Fig. 1: run 1, met1 routing
Bar = 20 um. Supply wires on this layer in grey.
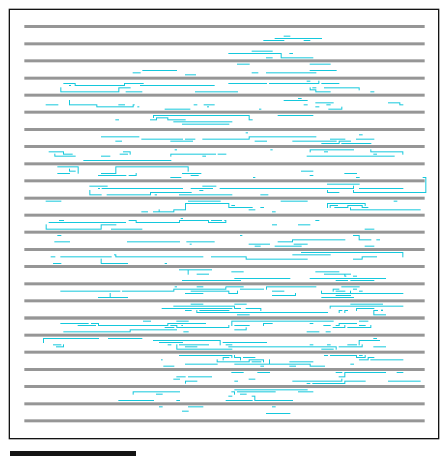
Fig. 2: run 1, signal wires on met2
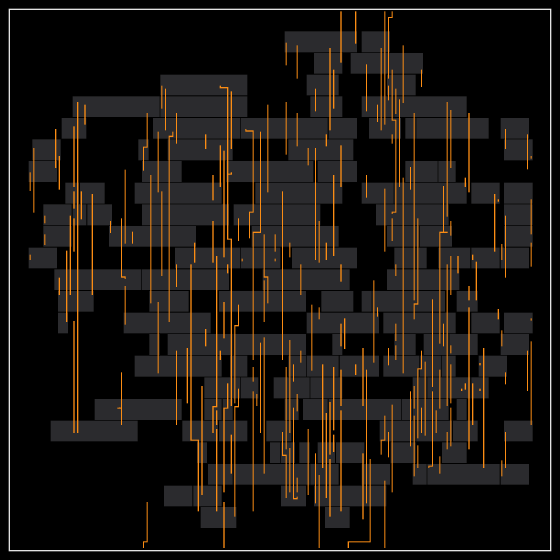
Fig. 3: run 1, signal wires on met3
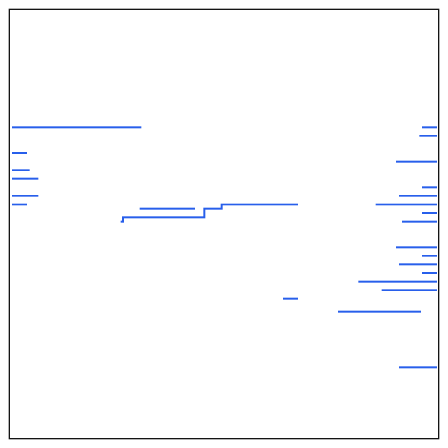
Fig. 4: run 1, signal metal coverage by tile
The die is cut into 14 by 14 equal tiles; dark blue is low, red is high, scaled to the fullest tile. Values are wire area over tile area, all layers added.
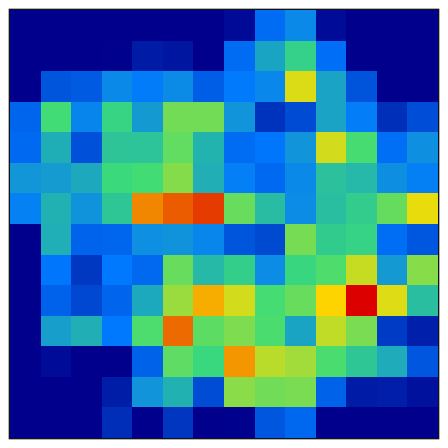
[src/rtl/branch_ctrl.sv]
// Branch control stage: decodes JMP/JZ/CALL/RET/HALT and drives the PC counter's load port.
// Optional macro BRANCH_CTRL_JZ_EN enables opcode 010 as a conditional jump on zero_flag.
module branch_ctrl #(
    parameter int DEPTH = 4
) (
    input  logic       clk,
    input  logic       rstn,
    input  logic [4:0] pc,
    input  logic [7:0] instr,
    input  logic       instr_valid,
    input  logic       zero_flag,
    output logic       cnt_load,
    output logic [4:0] cnt_val,
    output logic       flush,
    output logic       halted,
    output logic       stack_ovf,
    output logic       stack_unf,
    output logic [3:0] sp
);

    localparam int         AW      = (DEPTH > 1) ? $clog2(DEPTH) : 1;
    localparam logic [3:0] SP_FULL = 4'(DEPTH);

    typedef enum logic [2:0] {
        OP_NOP  = 3'b000,
        OP_JMP  = 3'b001,
        OP_JZ   = 3'b010,
        OP_CALL = 3'b011,
        OP_RET  = 3'b100,
        OP_HALT = 3'b101
    } opcode_e;

    typedef enum logic [1:0] {
        S_RUN,
        S_FLUSH,
        S_HALT
    } state_e;

    state_e     state_q, state_d;
    logic       cnt_load_q, cnt_load_d;
    logic [4:0] cnt_val_q, cnt_val_d;
    logic       flush_q, flush_d;
    logic       halted_q, halted_d;
    logic       stack_ovf_q, stack_ovf_d;
    logic       stack_unf_q, stack_unf_d;
    logic [3:0] sp_q, sp_d;

    logic [4:0]    stack_q [DEPTH];
    logic          push_en;
    logic [AW-1:0] wr_idx;
    logic [AW-1:0] rd_idx;
    logic [4:0]    ret_addr;
    logic [2:0]    opcode;
    logic [4:0]    target;
    logic          jz_taken;

`ifdef BRANCH_CTRL_JZ_EN
    assign jz_taken = zero_flag;
`else
    logic unused_zero_flag;
    assign unused_zero_flag = zero_flag;
    assign jz_taken         = 1'b0;
`endif

    assign opcode   = instr[7:5];
    assign target   = instr[4:0];
    assign ret_addr = pc + 5'd1;
    assign wr_idx   = AW'(sp_q);
    assign rd_idx   = AW'(sp_q - 4'd1);

    always_comb begin
        // NOTE: every signal gets a default before the case so no path leaves one unassigned (no latches).
        state_d     = state_q;
        cnt_load_d  = 1'b0;
        cnt_val_d   = cnt_val_q;
        flush_d     = 1'b0;
        halted_d    = halted_q;
        stack_ovf_d = stack_ovf_q;
        stack_unf_d = stack_unf_q;
        sp_d        = sp_q;
        push_en     = 1'b0;

        unique case (state_q)
            S_RUN: begin
                if (instr_valid) begin
                    case (opcode)
                        OP_JMP: begin
                            cnt_load_d = 1'b1;
                            cnt_val_d  = target;
                            flush_d    = 1'b1;
                            state_d    = S_FLUSH;
                        end
                        OP_JZ: begin
                            if (jz_taken) begin
                                cnt_load_d = 1'b1;
                                cnt_val_d  = target;
                                flush_d    = 1'b1;
                                state_d    = S_FLUSH;
                            end
                        end
                        OP_CALL: begin
                            if (sp_q == SP_FULL) begin
                                stack_ovf_d = 1'b1;
                                halted_d    = 1'b1;
                                state_d     = S_HALT;
                            end else begin
                                push_en    = 1'b1;
                                sp_d       = sp_q + 4'd1;
                                cnt_load_d = 1'b1;
                                cnt_val_d  = target;
                                flush_d    = 1'b1;
                                state_d    = S_FLUSH;
                            end
                        end
                        OP_RET: begin
                            if (sp_q == 4'd0) begin
                                stack_unf_d = 1'b1;
                                halted_d    = 1'b1;
                                state_d     = S_HALT;
                            end else begin
                                sp_d       = sp_q - 4'd1;
                                cnt_load_d = 1'b1;
                                cnt_val_d  = stack_q[rd_idx];
                                flush_d    = 1'b1;
                                state_d    = S_FLUSH;
                            end
                        end
                        OP_HALT: begin
                            halted_d = 1'b1;
                            state_d  = S_HALT;
                        end
                        default: ;
                    endcase
                end
            end
            // The fetched instruction at A+1 is discarded here; only the return to RUN happens.
            S_FLUSH: state_d = S_RUN;
            S_HALT:  ;
            default: state_d = S_RUN;
        endcase
    end

    // NOTE: sequential state uses non-blocking assignments so all flops update together at the edge.
    always_ff @(posedge clk or negedge rstn) begin
        if (!rstn) begin
            state_q     <= S_RUN;
            cnt_load_q  <= 1'b0;
            cnt_val_q   <= 5'd0;
            flush_q     <= 1'b0;
            halted_q    <= 1'b0;
            stack_ovf_q <= 1'b0;
            stack_unf_q <= 1'b0;
            sp_q        <= 4'd0;
        end else begin
            state_q     <= state_d;
            cnt_load_q  <= cnt_load_d;
            cnt_val_q   <= cnt_val_d;
            flush_q     <= flush_d;
            halted_q    <= halted_d;
            stack_ovf_q <= stack_ovf_d;
            stack_unf_q <= stack_unf_d;
            sp_q        <= sp_d;
        end
    end

    // NOTE: stack storage has no reset; entries above sp are never read, so their contents do not matter.
    always_ff @(posedge clk) begin
        if (push_en) begin
            stack_q[wr_idx] <= ret_addr;
        end
    end

    assign cnt_load  = cnt_load_q;
    assign cnt_val   = cnt_val_q;
    assign flush     = flush_q;
    assign halted    = halted_q;
    assign stack_ovf = stack_ovf_q;
    assign stack_unf = stack_unf_q;
    assign sp        = sp_q;

endmodule

[config.mk]
export PLATFORM = sky130hd
export DESIGN_NAME = branch_ctrl
export DESIGN_NICKNAME = d
export VERILOG_FILES = /design/src/rtl/branch_ctrl.sv
export SDC_FILE = /design/constraint.sdc
export NUM_CORES = 1
export LEC_CHECK = 0
export CAP_MARGIN = 20
export CORE_MARGIN = 2
export CORE_UTILIZATION = 40
export DETAILED_ROUTE_END_ITERATION = 10
export GPL_TIMING_DRIVEN = 0
export PLACE_DENSITY_LB_ADDON = 0.3
export REMOVE_ABC_BUFFERS = 1
export SYNTH_ARGS = -nofsm -noshare
export SYNTH_HDL_FRONTEND = slang
export SYNTH_SLANG_ARGS = --single-unit
[constraint.sdc]
create_clock -name clk -period 2.8 [get_ports clk]
set_clock_uncertainty 0.2 [all_clocks]
set_input_delay 0.56 -clock clk [delete_from_list [all_inputs] [get_ports clk]]
set_output_delay 0.56 -clock clk [all_outputs]
set_load 0.05 [all_outputs]
==> run notes, run 1 <==
Notes on the flow run.

- The flow ran to the end, and the final reports show no timing, DRC or antenna violations.
- Buffers inserted during clock tree synthesis total 5.
- In the post-synthesis netlist, the biggest area contributors are edfxtp_1, dfrtp_1, mux2_2, mux4_2, ha_1.
- For this run, the slowest stage of the critical path takes 0.87 ns.
- The final cell area excluding filler cells is 2050 um^2, for reference.
- Per the synth stats, the proportion of register bits with asynchronous set or reset is 0.429.
- In the final routed layout, each cell accounts on average for 15.2 um.
- The total overflow left after global routing is 0.
- Detailed routing inserted a total of 951 vias.
- The initial antenna violation count is 0, for reference.
- The cell depth of the worst setup path is 1, for reference.
- The kind of end point of the critical path is a primary output, for reference.
- The cell area reported after detailed placement is 1960 um^2, for reference.
- The standard cell core area is 3970 um^2, for reference.
- According to the floorplan report, the die height is 67.9 um.
- The share of final-layout standard cells stronger than drive strength 1 is 0.221, for reference.
- The post-synthesis cell area is around 1600 um^2, for reference.
- The fraction of cell area in sequential cells is reported as 0.477.
- The internal power contribution is 1.21 mW, for reference.
- The dominant kind of cell is sequential cells, for reference.
- In this run, synthesis produced a sequential element count of 35.
- Hold analysis lists the worst path endpoint as stack_ovf$_DFFE_PN0P_.
- The flip-flop count of the largest register after layout is 20, for reference.
- The register containing the most flip-flops in the final layout is stack_q, for reference.
- The clock group power is 0.342 mW, for reference.
- The share of synthesized area in the top cell type comes to 0.368.
- The worst pin sits at a relative slew slack of 0.552.
- After detailed routing, the total wire length is 2880 um.
- Port buffering added 29 buffers.
- The DRC marker count from the first detailed-route iteration is 22, for reference.
- The endpoint of the worst setup timing path is sp[0], for reference.
- At the later pin of the worst-skew pair, clock insertion delay measures between 0.2 and 0.3 ns.
- The post-place setup slack is -0.158 ns, for reference.
- The launch instance of the worst register-to-register path is sp[0]$_DFFE_PN0P_, for reference.
- The number of warnings reported in the stage logs is 29.
- For this run, the leading register cell type out of synthesis is edfxtp_1.
- The static leakage is about 0.78 nW, for reference.
- The script logs the ratio of routed vias to standard cells as 5.01.
- The launch point of the worst path is sp[0]$_DFFE_PN0P_, for reference.
- For flop-to-flop paths, the worst setup slack is 0.35 ns.
- The worst VDD IR drop from the latest analysis is 352 uV.
- The synthesis log from Yosys contains 0 warnings.
- The sum of routed wire segments on met1 is 1280 um, for reference.
- The length of routed met3 wiring is roughly 170 um, for reference.
- Post-CTS repair ended up resizing 0 cells.
- The number of antenna cells inserted is 0, for reference.
- The layout report lists the non-clock buffer share of cell area as 0.145.
- The setup TNS is 0 ns, for reference.
- The largest net degree at the start of global routing is 16, for reference.
- The final power report lists total power as 2.01 mW.
- The synth_stat.txt file lists the number of cells as 106.
- The area share of xor/xnor cells in the synthesized design is 0.0375, for reference.
- The most common library cell in the layout ignoring fill and taps is clkdlybuf4s50_1, for reference.
- After clock tree synthesis, the flow added hold-fix buffers numbering 0.
- Endpoints with negative setup slack in the final report add up to 0.
- Total power normalized to cell area comes to 981 nW/um^2.
- Per the detail_route report, DRC violations left total 0.
- The first global-routing pass estimated between 4000 and 5000 um of wire.
- At the end of routability-driven placement, the weighted congestion stood at 0.656.
- Per the post-run analysis, buffers plus inverters along the critical path come to 1.
- The fraction of area in multi-input gates is 0.295, for reference.
- CTS placed an instance of clkbuf_8 at the clock tree root.
Back to the opening pictures, Fig. 1:
wire length on this layer	1,280 um
nets with wire on the layer	132
share of all routed wire	44%

Back to the opening pictures, Fig. 2:
share of all routed wire	49%
nets with wire on the layer	142
wire length on this layer	1,410 um

Back to the opening pictures, Fig. 3:
nets with wire on the layer	23
share of all routed wire	5.8%
wire length on this layer	167 um

Back to the opening pictures, Fig. 4:
nearly empty tiles	21%
mean over tiles	0.099
emptiest ninth of the die	bottom left

==> run 2, diff against run 1 <==
- SLEW_MARGIN: unset -> 20
- TNS_END_PERCENT: unset -> 10
Fig. 5: run 2, signal wires on met3
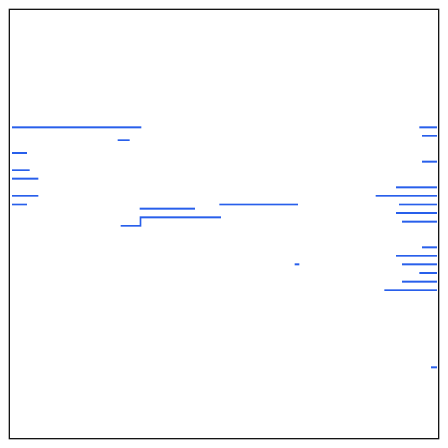
main direction	horizontal
share of all routed wire	5.0%
met3 Usage GRT: 0.0444
total wire length after detailed routing: 2860 um
vias after detailed routing: 959

==> run notes, run 2 <==
Notes on the flow run.

- The flow ran to the end, and the final reports show no timing, DRC or antenna violations.
- The flip-flop count of the largest register after layout is 20 (unchanged), for reference.
- For hold timing, the worst endpoint is stack_ovf$_DFFE_PN0P_.
- The largest net degree at the start of global routing is 16 (unchanged), for reference.
- The internal power contribution is 1.21 mW (about the same), for reference.
- The standard cell core area is 3970 um^2 (unchanged), for reference.
- The setup TNS is 0 ns (unchanged), for reference.
- The number of synthesized flops with an enable pin is 20, for reference.
- The total of cells resized after clock tree synthesis is 0 (unchanged), for reference.
- The critical-path maximum fanout is 10, for reference.
- The areal power density over the cells is 983 nW/um^2 (+0.18%), for reference.
- The total number of warnings across the stage logs came to 29 (unchanged).
- The final cell area excluding filler cells is 2040 um^2 (-0.37%).
- The post-synthesis cell area is 1630 um^2 (unchanged), for reference.
- The count of state elements after synthesis is 35 (unchanged), for reference.
- For reference, the most critical setup path is categorized as input pin to flip-flop.
- The length of routed met3 wiring came to 143 um (-14%).
- Per the layout report, the design carries 29 non-clock buffers.
- The DRC marker count from the first detailed-route iteration is 21 (-4.5%), for reference.
- The initial antenna violation count is 0 (unchanged), for reference.
- The cell area reported after detailed placement came to 1960 um^2 (-0.13%).
- The share of the yosys chip area belonging to registers is 0.597, for reference.
- The cell depth of the worst setup path was 5 (+4).
- The share of final-layout standard cells stronger than drive strength 1 was 0.216 (-0.00560).
- The fraction of area in multi-input gates came to 0.296 (+0.00108).
- The synthesized-area fraction occupied by and/or/nand/nor cells is 0.0942, for reference.
- The number of well taps is 50, for reference.
- The fraction of post-synthesis cell area in the top cell type by area is 0.368 (unchanged).
- The peak supply drop was 332 uV (-5.8%).
- The number of buffer and inverter instances along the worst setup path is 1 (unchanged), for reference.
- The average via count per standard cell is 5.07 (+1.4%), for reference.
- The vertical die size came to 67.9 um (unchanged).
- The clock latency of the later-clocked register in the worst-skew pair is 0.28 ns (about the same).
- The number of standard cells after synthesis is 106, for reference.
- The total grt overflow came to 0 (unchanged).
- The endpoint of the worst setup timing path is sp[3]$_DFFE_PN0P_, for reference.
- Sorting the synthesized cells by area gives the leading types as edfxtp_1, dfrtp_1, mux2_2, mux4_2, ha_1.
- The total power draw was 2.00 mW (-0.19%).
- The sum of routed wire segments on met1 was 1250 um (-2.3%).
- The count of nets left with antenna violations once routing finished came out at 0.
- Detailed placement ended at an HPWL of 2100 um.
- The clock buffer count in the final layout is 8, for reference.
- The headroom to the max-slew limit came to 0.493 (-0.0587).
- Across the whole layout, storage elements account for just under 1000 um^2.
- The dominant kind of cell is sequential cells, for reference.
- The flop share of the area is 0.479 (+0.00176), for reference.
- The post-cts hold buffer count was 0 (unchanged).
- The area share of buffers outside the clock network is 0.142 (-0.00315), for reference.
- The wire length of the first global-routing pass is 4500 um (-1.4%), for reference.
- The worst path in the final design needs a cycle of 2.49 ns, including I/O delays and setup.
- The final count of negative-setup-slack endpoints is 0 (unchanged), for reference.
- Counting only logic cells after layout, the most numerous master is clkdlybuf4s50_1.
- The clock group power is 0.343 mW (about the same), for reference.
- Among all stages on the critical path, the largest delay is contributed by nor3b_2.
- The fraction of synthesis flops using an asynchronous set or reset pin is 0.429 (unchanged), for reference.
- The power report attributes to the combinational group a share of 0.451.
- STA classifies the critical path endpoint as a flip-flop.
- The number of cells in the yosys synthesis report is 106 (unchanged), for reference.
- The stage delay of the slowest cell on the critical path came to 0.68 ns (-0.19 ns).
- The global routing met2 resource utilization is 0.235, for reference.
- The launch point of the worst path is instr[5], for reference.
- The port buffer count is 29 (unchanged).
- The met2 wirelength from detailed routing is 1430 um, for reference.
- The register containing the most flip-flops in the final layout is stack_q, for reference.
- The post-place setup slack is -0.00118 ns (+0.157 ns), for reference.
- The most used flip-flop cell after synthesis is edfxtp_1, for reference.
- For this run, the number of standard cells in the final layout without fillers is 189.
- Once placement completed, the tool counted placed cells totaling 181.
- The global placement routability congestion is 0.656 (unchanged), for reference.
- The number of antenna cells inserted was 0 (unchanged).
- The static leakage is 0.778 nW (-0.68%).
- The worst reg-to-reg setup slack was 0.36 ns (about the same).
- The routed length per placed instance is 15.1 um (-0.24%), for reference.
- The final hold violation count recorded for this run is 0.
- The number of slew-limit violations in the final report is 0, for reference.
- The final routed DRC violation total was 0 (unchanged).
- The clock tree from TritonCTS is yes, for reference.
- In this run, distinct cell masters in the synthesized netlist total 33.
- The die is 67.9 um wide.
- Looking at the reg2reg group, the worst path starts from sp[0]$_DFFE_PN0P_.
- STA reports the tightest min-delay check as being of type flip-flop to flip-flop.
- The clock root buffer is clkbuf_8, for reference.
- The first-pass iteration count of the detailed router is 3, for reference.
- The area share of xor/xnor cells in the synthesized design is 0.0375 (unchanged).
- The Yosys warning count is 0 (unchanged), for reference.
- The achievable frequency is 0.401 GHz, for reference.
- The number of buffers created by CTS is 5 (unchanged), for reference.
==> run 3, diff against run 2 <==
- CAP_MARGIN: 20 -> unset
Fig. 6: run 3, congestion heat map
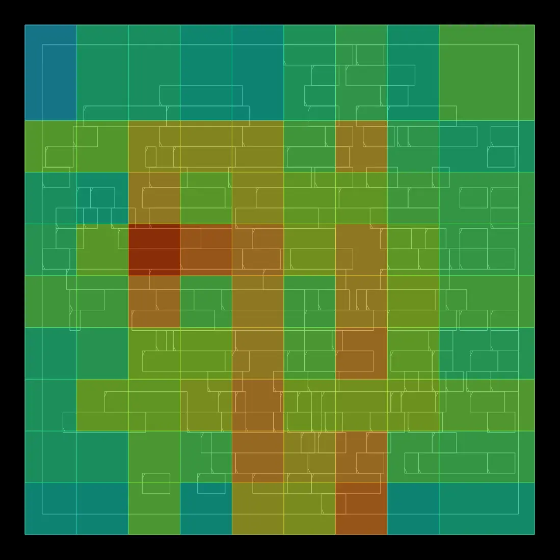
Most Used Layer, Global Route: met2
met2 capacity usage during global routing: 0.235

==> run notes, run 3 <==
Notes on the flow run.

- The achievable frequency is 0.401 GHz (unchanged), for reference.
- The slowest cell on the critical path is nor3b_2, for reference.
- The worst reg-to-reg setup slack came to 0.36 ns (about the same).
- The final critical path time including I/O delays and setup was 2.49 ns (unchanged).
- The number of distinct library cells after synthesis was 33 (unchanged).
- The clock buffer count in the final layout is 8 (unchanged), for reference.
- The areal power density over the cells is 983 nW/um^2 (unchanged), for reference.
- The standard cell core area is 3970 um^2 (unchanged), for reference.
- The setup TNS is 0 ns (unchanged).
- The clock latency of the later-clocked register in the worst-skew pair is 0.28 ns (about the same), for reference.
- The flip-flop count of the largest register after layout is 20 (unchanged), for reference.
- The worst setup path is captured at a flip-flop.
- The path with the worst hold slack has its endpoint at stack_ovf$_DFFE_PN0P_.
- The total number of warnings across the stage logs is 29 (unchanged), for reference.
- The die boundary width was 67.9 um (unchanged).
- The stage delay of the slowest cell on the critical path is 0.68 ns (about the same).
- The total of cells resized after clock tree synthesis is 0 (unchanged), for reference.
- Leaving out fill and tap cells, the most frequent cell in the layout is clkdlybuf4s50_1.
- The number of buffers other than clock buffers in the final layout is 29 (unchanged), for reference.
- The cell depth of the worst setup path is 5 (unchanged).
- In the post-synthesis netlist, the biggest area contributors are edfxtp_1, dfrtp_1, mux2_2, mux4_2, ha_1.
- The final routed DRC violation total is 0 (unchanged).
- The area share of buffers outside the clock network is 0.142 (unchanged), for reference.
- The number of synthesized flops with an enable pin is 20 (unchanged).
- The number of buffer and inverter instances along the worst setup path came to 1 (unchanged).
- The initial antenna violation count is 0 (unchanged).
- The launch point of the worst path is instr[5], for reference.
- The post-synthesis cell area came to 1630 um^2 (unchanged).
- The number of standard cells after synthesis is 106 (unchanged), for reference.
- The flow ran to the end, and the final reports show no timing, DRC or antenna violations.
- The sequential cell area in the final layout is 977 um^2 (unchanged), for reference.
- The number of buffers created by CTS is 5 (unchanged), for reference.
- The post-cts hold buffer count came to 0 (unchanged).
- The share of final-layout standard cells stronger than drive strength 1 is 0.216 (unchanged).
- The synthesized-area fraction occupied by and/or/nand/nor cells was 0.0942 (unchanged).
- The tree is rooted in a clkbuf_8.
- The met2 wirelength from detailed routing is 1430 um (unchanged), for reference.
- The area occupied by multi-input gates is 603 um^2, for reference.
- The final count of negative-setup-slack endpoints is 0 (unchanged).
- The antenna violation net count after detailed routing is 0 (unchanged), for reference.
- The static leakage is 0.778 nW (unchanged), for reference.
- The headroom to the max-slew limit is 0.493 (unchanged), for reference.
- The number of antenna cells inserted is 0 (unchanged).
- The met3 track utilization from global routing is 0.0444 (unchanged).
- The number of global-route vias before repair is ~940, for reference.
- The sum of routed wire segments on met1 is 1250 um (unchanged), for reference.
- The total power draw is 2.00 mW (unchanged), for reference.
- The final cell area excluding filler cells was 2040 um^2 (unchanged).
- The area share of xor/xnor cells in the synthesized design is 0.0375 (unchanged), for reference.
- The clock tree from TritonCTS is yes, for reference.
- The type of the worst setup path is input pin to flip-flop, for reference.
- The clock group power is 0.343 mW (about the same).
- The peak supply drop came to 332 uV (unchanged).
- The layout overhead on the synthesized area is 24.8%, for reference.
- The wire length of the first global-routing pass is 4500 um (unchanged), for reference.
- The detailed placement HPWL came to 2100 um (unchanged).
- The flop share of the area is 0.479 (unchanged), for reference.
- The largest register by flop count is stack_q.
- The number of cells after detailed placement is 181 (unchanged), for reference.
- The most critical setup path has its endpoint at sp[3]$_DFFE_PN0P_.
- The share of the yosys chip area belonging to registers was 0.597 (unchanged).
- The area fraction in compound gates after synthesis is 0.0452, for reference.
- The first-pass iteration count of the detailed router came to 3 (unchanged).
- The fraction of area in multi-input gates is 0.296 (unchanged), for reference.
- The internal power contribution was 1.21 mW (unchanged).
- The critical-path maximum fanout is 10 (unchanged), for reference.
- The synthesis report names the predominant flop master as edfxtp_1.
- Setup repair after global routing left no endpoint under its margin.
- The length of routed met3 wiring is 143 um (unchanged), for reference.
- The fraction of power consumed by combinational cells was 0.451 (about the same).
- The fraction of synthesis flops using an asynchronous set or reset pin is 0.429 (unchanged), for reference.
- The class of the tightest hold or removal check is flip-flop to flip-flop, for reference.
- The number of cells in the yosys synthesis report came to 106 (unchanged).
- The Yosys warning count is 0 (unchanged), for reference.
- The largest net degree at the start of global routing is 16 (unchanged), for reference.
- The average via count per standard cell is 5.07 (unchanged).
- The count of state elements after synthesis is 35 (unchanged), for reference.
- The post-place setup slack came to -0.00118 ns (unchanged).
- The routed length per placed instance is 15.1 um (unchanged), for reference.
- The global placement routability congestion is 0.656 (unchanged), for reference.
- The vias after detailed routing is 959 (unchanged).
Power and IR drop assume default switching activity.
